Figure 1. Track usage over the die (run 1).
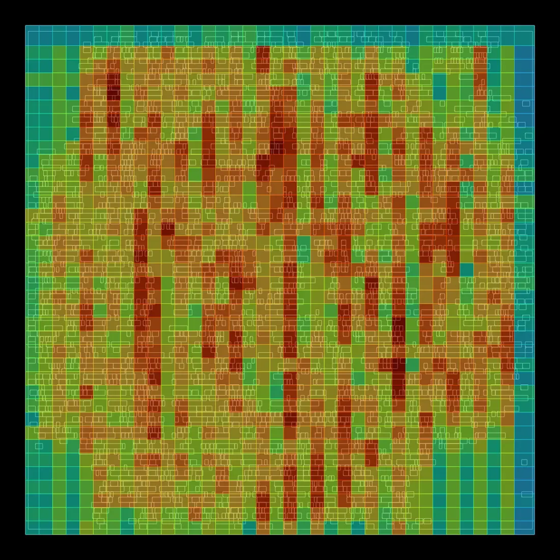
Figure 2. Met1 routing (run 1).
The bar under the picture is 100 µm long. Supply wires on this layer in grey.
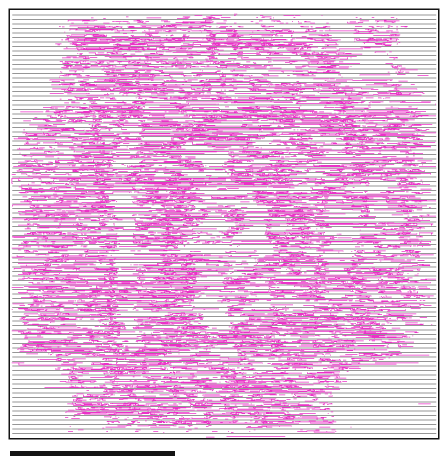
Figure 3. Gate-type map (run 1).
The bar under the picture is 100 µm long.
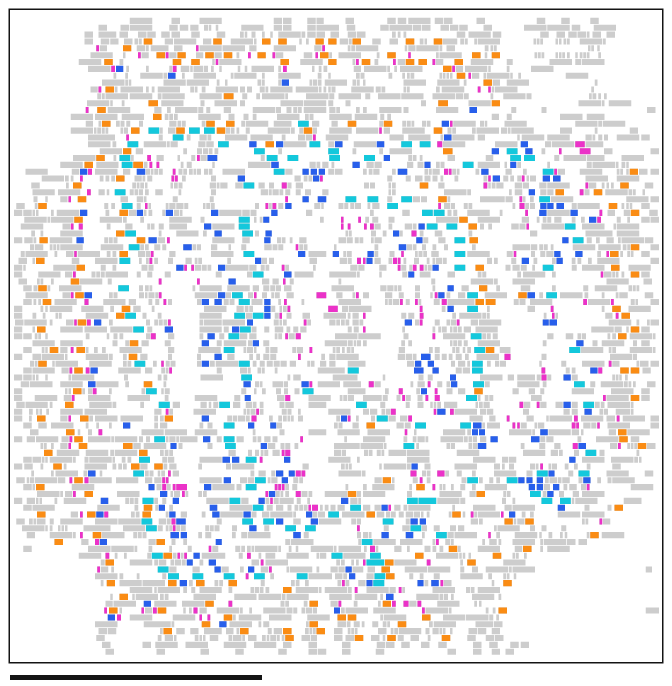
==> src/rtl/mul_div_unit.sv <==
// Iterative unsigned multiply/divide unit for RV64M MUL, MULHU, DIVU, REMU.
// Uses one radix-2 step per cycle for a fixed WIDTH-cycle latency, then pulses RegWrite once.
module mul_div_unit #(
    parameter int WIDTH = 64
) (
    input  logic             Clk,
    input  logic             Reset,
    input  logic             Start,
    input  logic [1:0]       Op,
    input  logic [WIDTH-1:0] ReadData1,
    input  logic [WIDTH-1:0] ReadData2,
    input  logic [4:0]       RdIn,
    output logic             Busy,
    output logic [WIDTH-1:0] WriteData,
    output logic [4:0]       Rd,
    output logic             RegWrite
);
    typedef enum logic [1:0] {IDLE, RUN, DONE} state_t;
    localparam int CW = $clog2(WIDTH);

    state_t            state;
    logic [CW-1:0]     count;
    logic [1:0]        opReg;
    logic [4:0]        rdReg;
    logic [WIDTH-1:0]  opA, opB;
    logic [2*WIDTH-1:0] acc;
    logic [WIDTH-1:0]  rem;

    logic [WIDTH:0]     mulSum;
    logic [2*WIDTH-1:0] accMul;
    logic [WIDTH:0]     divShift, divTrial;
    logic               divGe;
    logic [WIDTH-1:0]   remNext, qNext;
    logic [2*WIDTH-1:0] accNext;
    logic [WIDTH-1:0]   result;

    // Multiply: acc = {partial, multiplier}; the multiplier is consumed from the LSB as the sum shifts in.
    // Divide: acc low half holds dividend bits that become quotient bits.
    always_comb begin
        mulSum   = {1'b0, acc[2*WIDTH-1:WIDTH]} + (acc[0] ? {1'b0, opA} : '0);
        accMul   = {mulSum, acc[WIDTH-1:1]};
        divShift = {rem, acc[WIDTH-1]};
        divTrial = divShift - {1'b0, opB};
        divGe    = ~divTrial[WIDTH];
        remNext  = divGe ? divTrial[WIDTH-1:0] : divShift[WIDTH-1:0];
        qNext    = {acc[WIDTH-2:0], divGe};
        accNext  = opReg[1] ? {acc[2*WIDTH-1:WIDTH], qNext} : accMul;
        case (opReg)
            2'b00:   result = accMul[WIDTH-1:0];
            2'b01:   result = accMul[2*WIDTH-1:WIDTH];
            2'b10:   result = qNext;
            default: result = remNext;
        endcase
    end

    always_ff @(posedge Clk or negedge Reset) begin
        if (!Reset) begin
            state     <= IDLE;
            count     <= '0;
            opReg     <= '0;
            rdReg     <= '0;
            opA       <= '0;
            opB       <= '0;
            acc       <= '0;
            rem       <= '0;
            Busy      <= 1'b0;
            WriteData <= '0;
            Rd        <= '0;
            RegWrite  <= 1'b0;
        end else begin
            case (state)
                IDLE: begin
                    RegWrite <= 1'b0;
                    if (Start) begin
                        opA   <= ReadData1;
                        opB   <= ReadData2;
                        opReg <= Op;
                        rdReg <= RdIn;
                        count <= '0;
                        rem   <= '0;
                        acc   <= Op[1] ? {{WIDTH{1'b0}}, ReadData1} : {{WIDTH{1'b0}}, ReadData2};
                        Busy  <= 1'b1;
                        state <= RUN;
                    end
                end
                RUN: begin
                    acc   <= accNext;
                    rem   <= remNext;
                    count <= count + 1'b1;
                    if (count == CW'(WIDTH - 1)) begin
                        WriteData <= result;
                        Rd        <= rdReg;
                        RegWrite  <= (rdReg != 5'd0);
                        state     <= DONE;
                    end
                end
                DONE: begin
                    RegWrite <= 1'b0;
                    Busy     <= 1'b0;
                    state    <= IDLE;
                end
                default: state <= IDLE;
            endcase
        end
    end
endmodule

==> config.mk <==
export PLATFORM = sky130hd
export DESIGN_NAME = mul_div_unit
export DESIGN_NICKNAME = d
export VERILOG_FILES = /design/src/rtl/mul_div_unit.sv
export SDC_FILE = /design/constraint.sdc
export NUM_CORES = 1
export LEC_CHECK = 0
export CAP_MARGIN = 20
export CORE_UTILIZATION = 40
export CTS_CLUSTER_DIAMETER = 100
export CTS_CLUSTER_SIZE = 40
export DETAILED_ROUTE_END_ITERATION = 8
export HOLD_SLACK_MARGIN = 0.03
export REMOVE_ABC_BUFFERS = 1
export SYNTH_ARGS = -nofsm -noshare
export SYNTH_HDL_FRONTEND = slang
export SYNTH_SLANG_ARGS = --single-unit
==> constraint.sdc <==
create_clock -name Clk -period 4.3 [get_ports Clk]
set_input_delay 0.86 -clock Clk [delete_from_list [all_inputs] [get_ports Clk]]
set_output_delay 0.86 -clock Clk [all_outputs]
set_load 0.02 [all_outputs]
==> impl_metrics.py, run 1 <==
# Flow results
metrics = {
    "clock_network": {
        "clkSinkCount": 406,
        "cts_max_level": 1,
        "ctsHoldBuffers": 0,
        "numCtsBuffers": 24,
    },
    "final_layout": {
        "layout.nets": 3422,
        "syn_to_final_growth_pct": 16.2,
        "antenna_cells": 0,
        "largest_register_ffs": 128,
        "fillCellCount": 6222,
    },
    "power": {
        "p_int_mw": 13.0,
        "leakage_nw": 13.7,
        "totalPowerFinal_mw": 25.5,
        "pg_seq_mw": 6.54,
        "p_sw_frac": 0.490,
        "peakVddDrop_mv": 0.473,
        "clock_net_power_mw": 3.06,
        "top_power_group": "combinational logic",
    },
    "synth": {
        "yosys_cells": 3044,
        "top_area_frac": 0.386,
        "top_cells_by_area": "dfrtp_1 (39%), mux2i_1 (6.8%), nand2_1 (6.2%), ha_1 (6.1%), o21ai_0 (5.2%)",
        "syn_area_um2": 26300,
    },
    "detailed_routing": {
        "dr.pass1.iters": 7,
        "ant_nets": 0,
        "drc": 0,
    },
    "placement": {
        "portBuffers": 208,
        "dpl_worst_slack_ps": 87.5,
        "dp_hpwl_um": 65700,
    },
    "status": {
        "status": "complete, no violations",
    },
    "worst_setup_path": {
        "crit_chain": "buf_4 -> and2_1 -> ha_1 -> nand4_1 -> or2_2 -> o221ai_1 -> o21ai_0 -> o2bb2ai_1 -> o31ai_4 -> a211oi_2 -> buf_4 -> o31ai_1 -> xor2_1 -> and2_1 -> o32a_1",
        "cp.buffers_inverters": 2,
        "r2r.worst_path.cells": 15,
        "path_max_fanout": 32,
        "rrSetupSlack_ps": 240,
        "critPathKind": "reg -> reg",
        "crit_cells": 15,
    },
    "final_timing": {
        "fin_crit_ps": 4060,
        "slew_headroom": 0.342,
        "finalSetupViolations": 0,
        "tightest_slew_ps": 987,
        "period_used_share": 0.945,
        "finalHoldViolCount": 0,
    },
    "floorplanning": {
        "rows": 93,
        "fp-utilization": 0.406,
    },
    "grt": {
        "grt_pass1_vias": 23538,
        "grt-ovfl-total": 0,
        "antenna_found_initial": 4,
    },
}
## Picture notes: Figure 1
met2 Track Usage GR: 0.431
met1 GRT Util: 0.365
wire per inst: 22.2 µm
met3 Use GR: 0.0297

## Picture notes: Figure 2
3187 nets have wire on it. The layer holds 45% of the routed length. The wires run mostly horizontal.
total wire length: 89200 µm
via count: 23560

## Picture notes: Figure 3
Key: blue = non-inverting ao/oa cells [cells 198, most used a21o_1]; orange = mux cells [cells 186, most used mux2i_1, where widely spread]; cyan = fa/ha/maj cells [cells 131, most used ha_1]; magenta = nor cells [cells 249, most used nor2_1, where widely spread]
Finished Layout Cells: 4026
logic share of the area: 0.492
Commonest Layout Cell: nand2_1

[run 1: worst register-to-register path, cell delays in order (launching register included)]
cell       delay, ps
dfrtp_1          460
buf_4            260
and2_1           270
ha_1             460
nand4_1          170
or2_2            290
o221ai_1         320
o21ai_0          150
o2bb2ai_1        270
o31ai_4          150
a211oi_2         110
buf_4            160
o31ai_1          280
xor2_1           120
and2_1           170
o32a_1           290
[run 1: through the flow]
step / hold slack (ps) / util / std cells / cell area, µm²
after floorplan: 437 / - / 2836 / 25500
after global placement: 452 / 0.456 / 3982 / 29500
after detailed placement: 455 / 0.456 / 3982 / 29500
after CTS: 375 / 0.471 / 4026 / 30600
after global routing: 410 / 0.472 / 4026 / 30600
final: 358 / 0.472 / 4026 / 30600
[run 1: per-layer routing]
metal	GRT usage	wire (µm)	up-vias
met3	0.0297	4440	138
met4	0.0828	3050	4
met2	0.431	41200	713
met5	0	23	-
met1	0.365	40600	11598
li1	-	-	11107
[run 1: final timing paths]
check | from | end
worst max-delay path | acc[0] | WriteData[60]
worst min-delay path | Reset | WriteData[4]
worst max register to register | acc[0] | WriteData[60]
worst min register to register | opA[40] | opA[40]
max in group asynchronous | Reset | acc[106]
min in group Clk | opA[40] | opA[40]
[run 1: area by class of cell]
| cell class | instances | area (µm²) | area share |
|---|---|---|---|
| Multi-Input combinational cell | 2325 | 15100 | 0.492 |
| Clock inverter | 19 | 388 | 0.0127 |
| Sequential cell | 406 | 10200 | 0.332 |
| Tap cell | 855 | 1070 | 0.0350 |
| Clock buffer | 25 | 626 | 0.0204 |
| Timing Repair Buffer | 291 | 2910 | 0.0950 |
| Inverter | 105 | 394 | 0.0129 |
Figure 4. M3 wires (run 1).
The bar under the picture is 100 µm long.
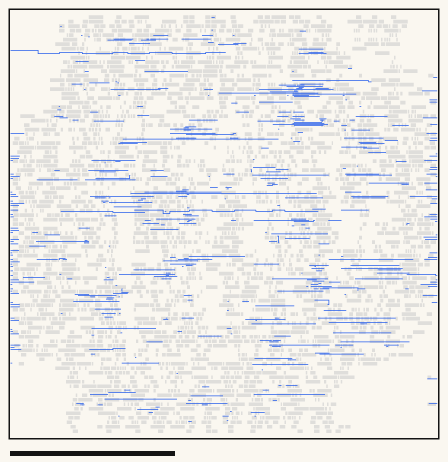

--- run 2 (diff from run 1) ---
- CORE_MARGIN: unset -> 4
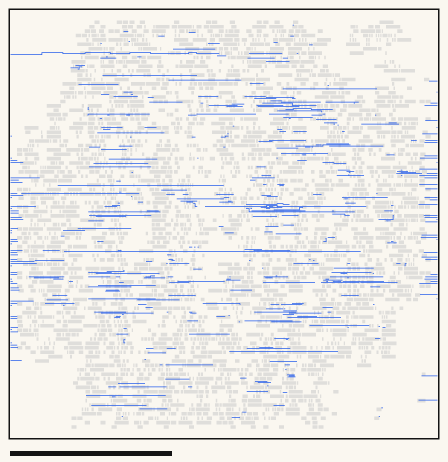
Figure 5: run 2, M3 wires.
The bar under the picture is 100 µm long.
The layer holds 5.2% of the routed length. The longest straight run is 183 µm. The wires run mostly horizontal. The layer carries 4650 µm of wire. 299 nets have wire on it.
total wire length: 89200 µm
via count: 23495

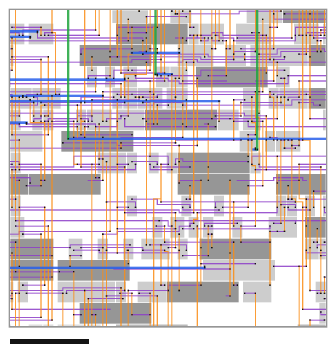
Figure 6: run 2, zoomed window.
The bar under the picture is 10 µm long. Region (178, 46) to (218, 86) µm. Cells in grey, sequential cells in the stronger grey; small squares are vias.
Key: orange = M2; green = M4; purple = M1; blue = M3
Sequential cells in the window: 16. Netlist names of flops here include `acc` (8), `opA` (5), `opB` (3). Most frequent: nand2_1 (27), dfrtp_1 (16). 89 logic cells have their middle in the window.

==> run 2 against run 1 <==
Sequential share of layout area is 0.25 points higher. Wire length hardly changed. Cell count decreased by 0.27%. Design area is 0.75% lower. Critical path depth is the same. Critical endpoint is now WriteData[49]. Highest routed layer unchanged.
==> impl_metrics.py, run 2 <==
# Flow results
metrics = {
    "status": {
        "status": "complete, no violations",
    },
    "detailed_routing": {
        "routed.top_layer": "met5",
        "wl_met2_um": 40800,
        "routed-wl-met3_um": 4650,
    },
    "final_layout": {
        "nNonClkBuffers": 280,
        "seq_area_frac": 0.335,
        "nMultiInputCombCells": 2325,
        "syn_to_final_growth_pct": 15.3,
        "antenna_cells": 0,
        "logic_area_um2": 15000,
        "seqCellArea_um2": 10200,
        "lay_top_count": "nand2_1",
        "clk_share": 0.0301,
        "fillCellCount": 6180,
        "ff_count": 406,
        "final_area_um2": 30400,
        "inv_count": 105,
        "n_clock_buffer": 26,
        "buf_share": 0.0929,
        "layout.nets": 3411,
    },
    "synth": {
        "top_area_frac": 0.386,
        "syn_area_um2": 26300,
    },
    "placement": {
        "dp_hpwl_um": 64900,
        "dpl_worst_slack_ps": 167,
        "placedCellCount": 3967,
        "portBuffers": 208,
    },
    "worst_setup_path": {
        "critPathKind": "reg -> reg",
        "path_max_fanout": 32,
    },
    "floorplanning": {
        "n_tap_cell": 855,
        "fp-utilization": 0.406,
    },
    "power": {
        "peakVddDrop_mv": 0.501,
        "totalPowerFinal_mw": 25.4,
    },
    "clock_network": {
        "ctsHoldBuffers": 0,
        "numCtsBuffers": 24,
    },
    "grt": {
        "grt-ovfl-total": 0,
    },
    "final_timing": {
        "finalHoldViolCount": 0,
        "finalSetupViolations": 0,
        "slew_headroom": 0.274,
    },
}
run 2: cell counts after synthesis:
No cell type changed its count.
run 2: power by group through the flow:
stage | Combinational [mW] | Sequential (mW) | Clock, mW
global route | 17.5 | 6.70 | 3.09
detailed placement | 15.5 | 6.58 | 0
CTS | 15.5 | 6.51 | 2.96
global placement | 15.3 | 6.56 | 0
floorplan | 10.0 | 6.39 | 0
finish | 16.0 | 6.54 | 2.88
run 2: worst max-delay path: stages, from the launching register on:
cell and delay [ps]:
dfrtp_1 430, buf_12 170, and2_1 150, ha_1 430
a21o_1 200, a31oi_1 130, a2111oi_1 600, o21ai_0 170
o21ai_1 110, buf_4 160, a31oi_2 180, o41ai_2 570
xor2_1 170, o21ai_0 170, a21oi_1 70, a211o_1 250
run 2: logic make-up after synthesis:
family	synth area share
AND-OR/OR-AND	0.233
XOR/XNOR	0.0409
adder cells (fa/ha/maj)	0.0628
buffers and inverters	0.0473
flip-flops	0.386
multiplexers	0.0710
AND/OR/NAND/NOR	0.159
run 2: timing repair:
item / CTS / global route
setup endpoints to repair: 0 / 22
buffers inserted: 0 / 2
resized: 0 / 1
run 2: worst paths after layout:
kind / end / cells past startpoint / from / slack, ps
setup / recovery: WriteData[49] / 15 / acc[0] / 220
hold / removal: opA[0] / 1 / Reset / 200
max in group asynchronous: rem[36] / 2 / Reset / 3090
setup reg to reg: WriteData[49] / 15 / acc[0] / 220
hold reg to reg: opA[57] / 2 / opA[57] / 480
min in group Clk: opA[57] / 2 / opA[57] / 480
run 2: layer usage:
metal / track usage / vias to the layer above
met5: 0 / -
met4: 0.0784 / 2
met3: 0.0269 / 149
met2: 0.394 / 694
met1: 0.346 / 11569
li1: - / 11081
--- run 3 (diff from run 2) ---
- CAP_MARGIN: 20 -> 30
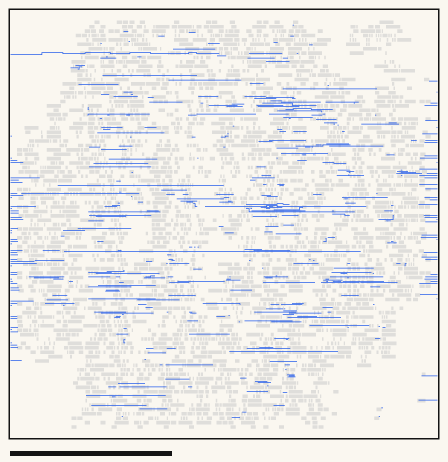
Figure 7: run 3, M3 wires.
The bar under the picture is 100 µm long.
The layer carries 4650 µm of wire. 299 nets have wire on it. The layer holds 5.2% of the routed length. The wires run mostly horizontal. The longest straight run is 183 µm.
met3 Use GR: 0.0269

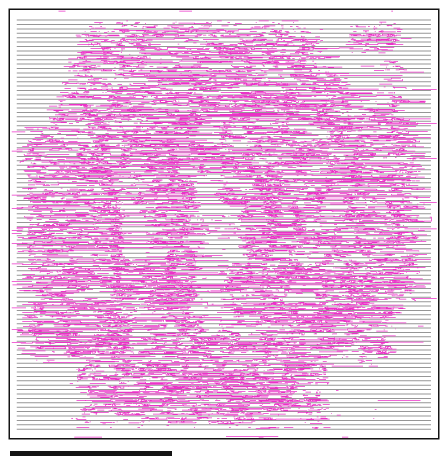
Figure 8: run 3, met1 routing.
The bar under the picture is 100 µm long. Supply wires on this layer in grey.
3199 nets have wire on it. The layer carries 40.7 mm of wire.
met1 GRT Util: 0.346

==> run 3 against run 2 <==
Fmax did not move. Core utilization is the same. Clock-buffer cell count stayed put. Sequential cell count stayed put. Cell count unchanged. Non-clock buffer count stayed put. Critical path type unchanged. Largest cell class unchanged. Highest routed layer unchanged.
==> impl_metrics.py, run 3 <==
# Flow results
metrics = {
    "worst_setup_path": {
        "cp_slowest_cell": "a2111oi_1",
        "crit_chain": "buf_12 -> and2_1 -> ha_1 -> a21o_1 -> a31oi_1 -> a2111oi_1 -> o21ai_0 -> o21ai_1 -> buf_4 -> a31oi_2 -> o41ai_2 -> xor2_1 -> o21ai_0 -> a21oi_1 -> a211o_1",
        "path_common_cell": "o21ai_0",
        "path_max_fanout": 32,
        "arrival_ps": 4600,
        "crit_path_max_incr_delay_ps": 600,
        "critPathKind": "reg -> reg",
        "r2r.worst_path.cells": 15,
        "crit_required_ps": 4820,
        "cp-end-kind": "register",
    },
    "clock_network": {
        "numCtsBuffers": 24,
        "ctsHoldBuffers": 0,
        "clkSinkCount": 406,
        "cts_tree": "done",
        "cts_max_level": 1,
    },
    "placement": {
        "placedCellCount": 3967,
        "portBuffers": 208,
        "postPlaceCellArea_um2": 29400,
        "dpl_worst_slack_ps": 167,
        "dp_hpwl_um": 64900,
    },
    "final_timing": {
        "fin_crit_ps": 4080,
        "finalSetupViolations": 0,
        "period_used_share": 0.949,
        "slew_headroom": 0.274,
        "holdWs_ps": 198,
        "finalClockSkew_ps": 32.2,
        "tightest_slew_ps": 1090,
        "finalHoldViolCount": 0,
    },
    "final_layout": {
        "antenna_cells": 0,
        "lay_top_cells": "nand2_1 (436), dfrtp_1 (404), o21ai_0 (273)",
        "layout.nets": 3411,
        "final_area_um2": 30400,
        "syn_to_final_growth_pct": 15.3,
        "fin_cells": 4015,
        "post-route-util": 0.469,
        "largest_register_ffs": 128,
        "lay_top_count": "nand2_1",
    },
    "power": {
        "peakVddDrop_mv": 0.501,
        "leakage_nw": 13.6,
        "totalPowerFinal_mw": 25.4,
    },
    "synth": {
        "top_cells_by_area": "dfrtp_1 (39%), mux2i_1 (6.8%), nand2_1 (6.2%), ha_1 (6.1%), o21ai_0 (5.2%)",
        "yosys_cells": 3044,
        "top_area_frac": 0.386,
        "ys.flop_type": "dfrtp_1",
        "async_reset_ff_frac": 1.00,
        "top_cell": "nand2_1",
        "ys_types": 82,
        "syn_area_um2": 26300,
        "numSynthFlops": 406,
    },
    "detailed_routing": {
        "vias": 23495,
        "ant_nets": 0,
        "wirelength_um": 89200,
        "dr.pass1.iters": 6,
        "route.detailed.wl_per_inst_um": 22.2,
        "drc": 0,
    },
    "floorplanning": {
        "fp-utilization": 0.406,
        "dieArea_um2": 70000,
        "io_pins": 209,
        "core_um2": 64800,
        "rows": 93,
    },
    "grt": {
        "busiest_layer": "met2",
        "antenna_found_initial": 3,
        "grt-ovfl-total": 0,
        "met2_usage": 0.394,
        "grt_pass1_vias": 23716,
        "grt_use_total": 0.244,
    },
    "status": {
        "status": "complete, no violations",
    },
}
==> run 3: path summary, 6_finish.rpt <==
kind	start	slack, ps	endpoint
worst max-delay path	acc[0]	220	WriteData[49]
worst min-delay path	Reset	200	opA[0]
worst max register to register	acc[0]	220	WriteData[49]
worst min register to register	opA[57]	480	opA[57]
max in group asynchronous	Reset	3090	rem[36]
min in group Clk	opA[57]	480	opA[57]
==> run 3: kinds of logic after synthesis <==
| group | share of synthesized area |
|---|---|
| buf+inv | 0.0473 |
| fa+ha+maj | 0.0628 |
| xor+xnor | 0.0409 |
| flops | 0.386 |
| mux | 0.0710 |
| compound gates | 0.233 |
| simple gates | 0.159 |
==> run 3: final cells by class <==
cell class,count,area [µm²]
fillers,6180,34400
multi-input cells,2325,15000
flip-flops and latches,406,10200
repair buffers,280,2820
well taps,855,1070
clock buffers,26,618
inverters,105,394
clock inverters,18,297
==> run 3: where the power goes <==
part | internal, mW | switching (mW) | leakage, nW
Combinational | 6.42 | 9.58 | 8.25
Sequential | 5.34 | 1.19 | 4.88
Clock | 1.23 | 1.65 | 0.435
Total | 13.0 | 12.4 | 13.6
==> run 3: critical path, delay by kind of cell (launching register included) <==
family                     cells  cell delay [ps]
buffers and inverters          2              330
adders and majority gates      1              430
AOI/OAI and AO/OA             10             2450
DFF                            1              430
and+or+nand+nor                1              150
xor gates and xnor gates       1              170
==> run 3: repair_timing <==
item | 4_1_cts | 5_1_grt
gates resized | 0 | 1
endpoints found under the setup margin | 0 | 22
buffers inserted | 0 | 2
hold endpoints to repair | 0 | 0
==> run 3: routing by layer <==
metal  vias to the layer above  share of wire
li1                      11081              -
met1                     11569           0.46
met2                       694           0.46
met3                       149          0.052
met4                         2          0.034
met5                         -        0.00015
Power and IR drop assume default switching activity.
